--- src/rtl/if_stage.sv ---
// rtl/if_stage.sv - MIPS instruction-fetch stage: PC, credit-limited fetch, response FIFO, ID output register
module if_stage #(
  parameter logic [31:0] RESET_PC   = 32'h0000_0000,
  parameter int          FIFO_DEPTH = 2,
  parameter logic [31:0] NOP_WORD   = 32'h0000_0000
) (
  input  logic        clk,
  input  logic        rst,
  output logic        imem_req,
  output logic [31:0] imem_addr,
  input  logic        imem_gnt,
  input  logic        imem_rvalid,
  input  logic [31:0] imem_rdata,
  input  logic        redirect,
  input  logic [31:0] redirect_pc,
  input  logic        id_stall,
  output logic        if_valid,
  output logic [31:0] if_ins,
  output logic [31:0] if_pc,
  output logic [31:0] if_pc4
);
  localparam int AW = $clog2(FIFO_DEPTH);
  localparam int CW = AW + 1;
  localparam int DW = 8;

  logic [31:0]   pc;
  logic [31:0]   buf_ins [FIFO_DEPTH];
  logic [31:0]   buf_pc  [FIFO_DEPTH];
  logic [AW-1:0] buf_wr, buf_rd;
  logic [CW-1:0] buf_cnt;
  // PCs of live in-flight requests; its occupancy is the outstanding count
  logic [31:0]   pcq [FIFO_DEPTH];
  logic [AW-1:0] pcq_wr, pcq_rd;
  logic [CW-1:0] outstanding;
  logic [DW-1:0] discard;

  logic [CW:0] in_use;
  logic        credit_ok, grant, live_rsp, push, load, pop;
  logic        unused_bits;

  assign in_use      = {1'b0, buf_cnt} + {1'b0, outstanding};
  assign credit_ok   = in_use < (CW+1)'(FIFO_DEPTH);
  assign imem_req    = rst & ~redirect & credit_ok;
  assign imem_addr   = pc;
  assign grant       = imem_req & imem_gnt;
  assign live_rsp    = imem_rvalid & (discard == '0);
  assign push        = live_rsp & ~redirect;
  assign load        = ~if_valid | ~id_stall;
  assign pop         = load & (buf_cnt != '0) & ~redirect;
  assign if_pc4      = if_pc + 32'd4;
  assign unused_bits = ^redirect_pc[1:0];

  always_ff @(posedge clk) begin
    if (grant) pcq[pcq_wr] <= pc;
    if (push) begin
      buf_ins[buf_wr] <= imem_rdata;
      buf_pc[buf_wr]  <= pcq[pcq_rd];
    end
  end

  always_ff @(posedge clk) begin
    if (!rst) begin
      pc          <= RESET_PC;
      pcq_wr      <= '0;
      pcq_rd      <= '0;
      outstanding <= '0;
      discard     <= '0;
      buf_wr      <= '0;
      buf_rd      <= '0;
      buf_cnt     <= '0;
    end else if (redirect) begin
      // Everything still in flight becomes stale; a live word arriving now is dropped too
      pc          <= {redirect_pc[31:2], 2'b00};
      pcq_wr      <= '0;
      pcq_rd      <= '0;
      outstanding <= '0;
      discard     <= discard + DW'(outstanding) - DW'(imem_rvalid);
      buf_wr      <= '0;
      buf_rd      <= '0;
      buf_cnt     <= '0;
    end else begin
      if (grant) begin
        pc     <= pc + 32'd4;
        pcq_wr <= pcq_wr + AW'(1);
      end
      if (live_rsp) pcq_rd <= pcq_rd + AW'(1);
      outstanding <= outstanding + CW'(grant) - CW'(live_rsp);
      if (imem_rvalid && discard != '0) discard <= discard - DW'(1);
      if (push) buf_wr <= buf_wr + AW'(1);
      if (pop)  buf_rd <= buf_rd + AW'(1);
      buf_cnt <= buf_cnt + CW'(push) - CW'(pop);
    end
  end

  always_ff @(posedge clk) begin
    if (!rst) begin
      if_valid <= 1'b0;
      if_ins   <= NOP_WORD;
      if_pc    <= 32'd0;
    end else if (redirect) begin
      if_valid <= 1'b0;
      if_ins   <= NOP_WORD;
    end else if (load) begin
      if (buf_cnt != '0) begin
        if_valid <= 1'b1;
        if_ins   <= buf_ins[buf_rd];
        if_pc    <= buf_pc[buf_rd];
      end else begin
        if_valid <= 1'b0;
        if_ins   <= NOP_WORD;
      end
    end
  end

`ifndef SYNTHESIS
  logic        prev_hold;
  logic [31:0] prev_addr;
  always_ff @(posedge clk) begin
    prev_hold <= imem_req & ~imem_gnt;
    prev_addr <= imem_addr;
    if (rst) begin
      assert (!(imem_rvalid && outstanding == '0 && discard == '0))
        else $error("imem_rvalid with nothing in flight");
      assert (!(prev_hold && imem_req) || imem_addr == prev_addr)
        else $error("imem_addr changed while request pending");
    end
  end
`endif
endmodule

--- config.mk ---
export PLATFORM = sky130hd
export DESIGN_NAME = if_stage
export DESIGN_NICKNAME = d
export VERILOG_FILES = /design/src/rtl/if_stage.sv
export SDC_FILE = /design/constraint.sdc
export NUM_CORES = 1
export LEC_CHECK = 0
export ABC_AREA = 1
export CORE_ASPECT_RATIO = 0.7
export CORE_MARGIN = 4
export CORE_UTILIZATION = 45
export DETAILED_ROUTE_END_ITERATION = 7
export GPL_TIMING_DRIVEN = 1
export HOLD_SLACK_MARGIN = 0.1
export PLACE_DENSITY = 0.81
export SLEW_MARGIN = 5
export SYNTH_ARGS = -nofsm -noshare
export SYNTH_HDL_FRONTEND = slang
export SYNTH_SLANG_ARGS = --single-unit
--- constraint.sdc ---
create_clock -name clk -period 4.3 [get_ports clk]
set_input_delay 0.43 -clock clk [delete_from_list [all_inputs] [get_ports clk]]
set_output_delay 0.43 -clock clk [all_outputs]
set_load 0.05 [all_outputs]
Figure 1. Pin placement (run 1).
Drawn at 2 px/µm. Pins as bars across the die edge, other pins in gray.
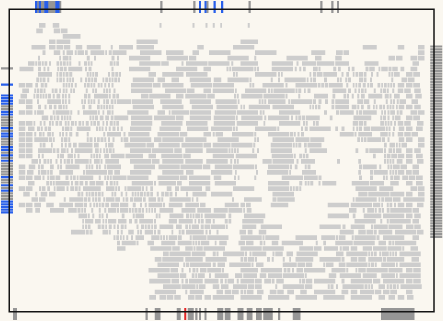
blue -> imem_addr  # pins 32, direction output, edge 22 west, 10 north
red -> imem_req  # pins 1, direction output, edge south
all pins by edge = 71 east, 58 south, 46 west, 25 north
die outline width: 212 µm
input/output buffers: 191
die boundary height: 151 µm

Figure 2. Placed cells, one color a class (run 1).
Drawn at 1 px/µm.
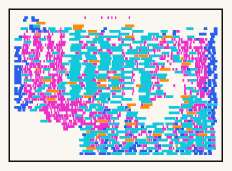
cyan -> flops  # cells 295, share of their area 49%
blue -> other buffers and delay cells  # cells 201, share of their area 13%
magenta -> combinational and other logic  # cells 984, share of their area 32%
orange -> clock drivers and dummy loads  # cells 52, share of their area 6.3%
fin area: 0.0163 mm²
Floorplan Core Area: 0.0282 mm²

==> impl_results.rst, run 1 <==
Run summary
-----------

.. list-table::
   :header-rows: 1

   * - Metric
     - Value
   * - Status
     - finished clean
   * - Most common logic cells in the final layout
     - 349 x sky130_fd_sc_hd__nand2_1, 191 x sky130_fd_sc_hd__clkdlybuf4s50_1, 184 x sky130_fd_sc_hd__edfxtp_1
   * - Worst Hold Slack
     - 0.463 ns
   * - Quantity of hold-fixing buffers added after cts
     - 0
   * - Floorplan die area
     - 0.0319 mm²
   * - Pre-Repair DR Iteration Count
     - 5
   * - Critical Path AT
     - 3.06 ns
   * - Clock network power consumption
     - 2.61 mW
   * - Simple-Gate Area Share
     - ~17%
   * - Highest-count logic cell in the final layout
     - sky130_fd_sc_hd__nand2_1
   * - Biggest registers after layout
     - buf_ins: 64 flops, buf_pc: 60 flops, pcq: 60 flops
   * - Buffers from clock root to sink, at most
     - 3
   * - TritonCTS clock tree
     - yes
   * - Final hold vios
     - 0
   * - Placement Cell Area
     - ~0.015 mm²
   * - Slew Limit Fails
     - 0
   * - Share of the clock period used by the worst path
     - 81.1%
   * - Number of flip-flops under the largest register name
     - 64
   * - Vias per std cell
     - between 5 and 6
   * - Time the worst path needs with I/O delays and setup
     - 3.49 ns
   * - CTS buffer count
     - 28
   * - Worst Slack Setup Final
     - a little over 0.8 ns
   * - Wire length per cell after detailed routing
     - approximately 17 µm
   * - Mux area share
     - between 5 and 6%
   * - CP endpoint kind
     - output port
   * - Post-route antenna net violation count
     - 0
   * - FF-to-FF path depth
     - 6
   * - Clock network power share
     - 38.4%
   * - Xor and xnor fraction of the mapped netlist area
     - about 2.5%
   * - Critical path class
     - reg -> out
   * - Crit-path max FO
     - 5
   * - Number of warnings in the stage logs
     - 35
   * - PnR Total Power
     - around 7 mW
   * - Number of global-route vias before repair
     - between 9k and 10k
   * - Startpoint Class
     - flip-flop
   * - Worst Hold End
     - buf_wr$_SDFFE_PP0P_
   * - First-pass GRT wire length
     - 49.5 mm
   * - Flop and latch count out of synthesis
     - 295
   * - Fa+ha+maj area frac
     - 2.51%
   * - Maximum number of pins on one net before global-route repair
     - 63
   * - WL final
     - 31.4 mm
   * - Number of nets in the layout
     - 1,605
   * - Yosys cell count
     - 1,325
   * - Post-CTS setup buffer count
     - 0
   * - Yosys chip area
     - between 0.01 and 0.015 mm²
   * - Initial drt markers
     - 1,016
   * - Final standard cell count with taps included and fillers excluded
     - around 1.9k
   * - Area of the mapped netlist
     - 0.0131 mm²
   * - Peak supply drop
     - about 0.27 mV
   * - Internal reg-to-reg setup slack
     - around 1.3 ns
   * - Total gr overflow
     - 0
   * - Overall track demand over capacity in global routing
     - 19.2%
   * - Fraction of layout instances using a drive strength above 1
     - 9.20%
   * - Power per unit of standard cell area
     - 417 mW/mm²
   * - Least-Margin Pin Slew
     - 0.954 ns
   * - Routability cong.
     - ~0.87
   * - Vias
     - 9,760
   * - Highest Clock Rate
     - 0.287 GHz
   * - Setup slack after placement
     - 0.824 ns
   * - Static leakage
     - 5.82 nW
   * - Site Rows
     - 51
   * - Number of synthesis warnings
     - 0
   * - PostCTS Resize Cnt
     - 0
   * - Clock tree skew after final layout
     - between 0.02 and 0.025 ns
   * - Instance count of the mapped netlist
     - between 1k and 1.5k
   * - Worst setup endpoint
     - if_pc4[22]
   * - Diode insertion count for antenna repair
     - 0
   * - Max power group
     - sequential cells
   * - Top register by number of flip-flops
     - buf_ins
   * - Fin Setup TNS
     - 0 ns
   * - Mapped Avg Cell Area
     - 9.85 µm²
   * - Hold path start
     - buf_wr$_SDFFE_PP0P_
   * - Unrepaired setup endpoints after global routing
     - false
   * - Synth-to-Final Area Change
     - 24.8%
   * - Worst hold path depth
     - 2
   * - Master cell of the clock root buffer
     - sky130_fd_sc_hd__clkbuf_16
   * - Later-pin clock latency in the skew report
     - 0.54 ns
   * - Total number of clock tree sinks
     - 295
Figure 3. Local utilization (run 1).
Drawn at 2 px/µm. 21 x 15 tiles, from black (low) to pale yellow (high), 0 to 100% covered.
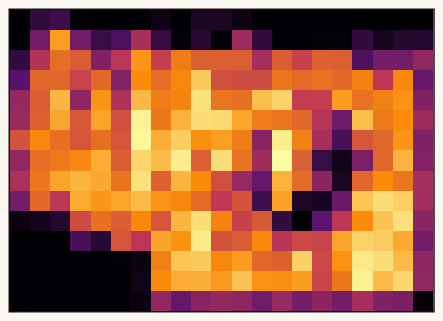
fullest tile = 100%
mean over tiles = 50%
nearly empty tiles = 14%
tiles over 75% full = 25%
emptiest ninth of the die = south-west
final cell utilization of the core: 57.8%
fp_density: 46.3%

Figure 4. Clock routing (run 1).
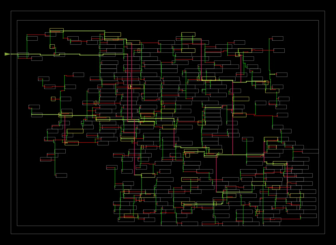
number of sequential storage elements: 295
clk_buf instances: 34

-- run 1: Yosys cell counts, drive strengths merged --
cell	instances	area, µm²
nand3b	3	22.5
clkinv	2	12.5
nand2	357	1390
conb	1	3.75
a31oi	4	25.0
or2	2	12.5
inv	127	484
fa	2	40.0
ha	23	288
clkbuf	33	124
nor4	1	6.26
a21boi	1	7.51
and2	3	18.8
xor2	33	289
buf	18	135
edfxtp	184	5530
o211ai	2	15.0
xnor2	4	35.0
o21ai	63	315
nand4	4	25.0
nor3b	1	7.51
a21oi	112	561
nor2	100	429
a22oi	1	7.51
nor3	8	40.0
dfxtp	111	2220
mux2	62	698
nand3	63	315
-- run 1: critical path, stage by stage (launching register included) --
cell                              delay, ns
sky130_fd_sc_hd__dfxtp_1               0.42
sky130_fd_sc_hd__ha_1                  0.22
sky130_fd_sc_hd__nand2_1               0.08
sky130_fd_sc_hd__nor2_1                0.12
sky130_fd_sc_hd__nand2_1               0.14
sky130_fd_sc_hd__nor2_4                0.21
sky130_fd_sc_hd__nand2_2               0.12
sky130_fd_sc_hd__nor2_2                0.13
sky130_fd_sc_hd__nand2_1               0.09
sky130_fd_sc_hd__xor2_1                0.16
sky130_fd_sc_hd__clkdlybuf4s50_1       0.83
-- run 1: metal layers --
layer | track usage [%] | wire [µm]
met5 | 0 | 0
met4 | 3.15 | 408
met3 | 3.10 | 2560
met2 | 28.9 | 13500
met1 | 29.8 | 14900
-- run 1: area by class of cell --
| cell class | instances | area [µm²] |
|---|---|---|
| tap | 371 | 464 |
| timing repair buffer | 201 | 2000 |
| clock inverter | 18 | 200 |
| sequential | 295 | 7750 |
| fill | 2280 | 11900 |
| inverter | 129 | 497 |
| multi-input combinational | 855 | 4590 |
| clock buffer | 34 | 796 |
--- run 2 (diff from run 1) ---
- PLACE_DENSITY: 0.81 -> 0.79
- clock period: 4.3 -> 3.6 ns (I/O delays scaled with it)
==> run 2 against run 1 <==
Critical path depth unchanged; synthesized cell count unchanged; critical endpoint unchanged; cell area down 0.50%; hold slack worse by 0.083 ns; non-clock buffer count up 3; largest cell class unchanged; total power up 14%; via count up 0.30%.
==> impl_results.rst, run 2 <==
Run summary
-----------

.. list-table::
   :header-rows: 1

   * - Metric
     - Value
   * - Status
     - finished clean
   * - Vias
     - 9,789 (+0.30%)
   * - Power per unit of standard cell area
     - 479 mW/mm² (+15%)
   * - Fin area
     - 0.0162 mm² (-0.50%)
   * - Synth-to-Final Area Change
     - 24.1%
   * - Least-Margin Pin Slew
     - 0.969 ns (+0.0150 ns)
   * - Number of synthesis warnings
     - 0 (unchanged)
   * - Internal reg-to-reg setup slack
     - 1.22 ns (-0.11 ns)
   * - Count of buffering cells on the critical path with inverters included
     - 1 (unchanged)
   * - Yosys chip area
     - 0.0131 mm² (unchanged)
   * - Max power group
     - sequential cells
   * - Number of nets in the layout
     - 1,608 (+0.19%)
   * - Register area
     - 0.00775 mm² (unchanged)
   * - Critical path class
     - reg -> out
   * - Clock network power share
     - 35.7% (-2.7 points)
   * - Maximum number of pins on one net before global-route repair
     - 63 (unchanged)
   * - Cell at the slowest stage of the critical path
     - sky130_fd_sc_hd__clkdlybuf4s50_1
   * - Slew Limit Fails
     - 0 (unchanged)
   * - Worst path most repeated cell
     - sky130_fd_sc_hd__nand2_1
   * - Quantity of hold-fixing buffers added after cts
     - 0 (unchanged)
   * - Master cell of the clock root buffer
     - sky130_fd_sc_hd__clkbuf_16
   * - Peak supply drop
     - 0.352 mV (+29%)
   * - Highest Clock Rate
     - approximately 0.3 GHz
   * - Biggest registers after layout
     - buf_ins: 64 flops, buf_pc: 60 flops, pcq: 60 flops
   * - Unrepaired setup endpoints after global routing
     - false
   * - Yosys cell count
     - 1,325 (unchanged)
   * - Placement Cell Area
     - 0.0153 mm² (+0.29%)
   * - Worst hold path depth
     - 1 (-1)
   * - Main area contributors
     - sky130_fd_sc_hd__edfxtp_1 42%, sky130_fd_sc_hd__dfxtp_1 17%, sky130_fd_sc_hd__nand2_1 10%
   * - Highest-count logic cell in the final layout
     - sky130_fd_sc_hd__nand2_1
   * - Worst Hold Slack
     - 0.381 ns (-0.0826 ns)
   * - Final hold vios
     - 0 (unchanged)
   * - FF-to-FF path depth
     - 12 (+6)
   * - Setup slack after placement
     - 0.802 ns (-0.0224 ns)
   * - Die boundary height
     - 151 µm (unchanged)
[run 2: cell types whose count changed in the layout (fill, tap and decap cells not counted), sizes merged]
| cell | previous run | this run |
|---|---|---|
| buf | 10 | 14 |
| bufinv | 4 | 1 |
| clkbuf | 34 | 37 |
| clkinvlp | 4 | 1 |
| clkinv | 10 | 12 |
| clkdlybuf4s50 | 191 | 190 |
| inv | 129 | 128 |
[run 2: worst max-delay path by stage]
stage | endpoint | slack (ns) | cells past startpoint
6_report | if_pc4[22] | 0.25 | 10
5_1_grt | if_pc4[22] | 0.02 | 10
4_1_cts | if_pc4[22] | 0.21 | 10
3_5_place_dp | if_pc4[22] | 0.80 | 10
3_3_place_gp | if_pc4[22] | 0.87 | 10
2_1_floorplan | buf_ins[1][0]$_DFFE_PP_ | 0.43 | 8
[run 2: kinds of logic after synthesis]
family / synth area share, %
other: 0.0287
XOR/XNOR: 2.48
AND/OR/NAND/NOR: 17.4
multiplexers: 5.35
buffers and inverters: 5.79
AND-OR/OR-AND: 7.13
adder cells (fa/ha/maj): 2.51
flip-flops: 59.3
[run 2: per-layer routing]
layer / wire (µm) / vias up / part of all wire [%] / global-route usage, %
met3: 2560 / 52 / 8.2 / 3.25
li1: - / 4771 / - / -
met1: 14400 / 4553 / 46 / 29.1
met4: 490 / 0 / 1.6 / 3.35
met2: 13800 / 413 / 44 / 29.5
met5: 0 / - / 0 / 0
[run 2: cell type report]
cell class	instances	area share (%)
Sequential cell	295	47.8
Multi-Input combinational cell	855	28.3
Timing Repair Buffer	204	12.6
Clock buffer	37	4.59
Inverter	129	3.06
Tap cell	371	2.86
Clock inverter	13	0.772
Figure 5. Placed cells, one color a class (run 2).
Drawn at 1 px/µm.
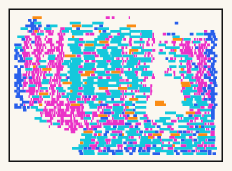
Site Rows: 51
final cell utilization of the core: 57.5%

Figure 6. Clock routing (run 2).
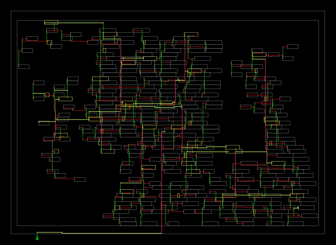
total number of clock tree sinks: 295
later-pin clock latency in the skew report: 0.57 ns
clock tree skew after final layout: 0.0343 ns

Figure 7. Wiring by layer (run 2).
Drawn at 1 px/µm.
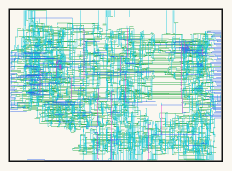
green -> metal 1  # wire length 14,400 µm
magenta -> metal 4  # wire length 490 µm
blue -> metal 3  # wire length 2,560 µm
cyan -> metal 2  # wire length 13,800 µm
wire length per cell after detailed routing: 16.4 µm
overall track demand over capacity in global routing: 19.2%

Power is estimated from default activity; no workload was simulated.
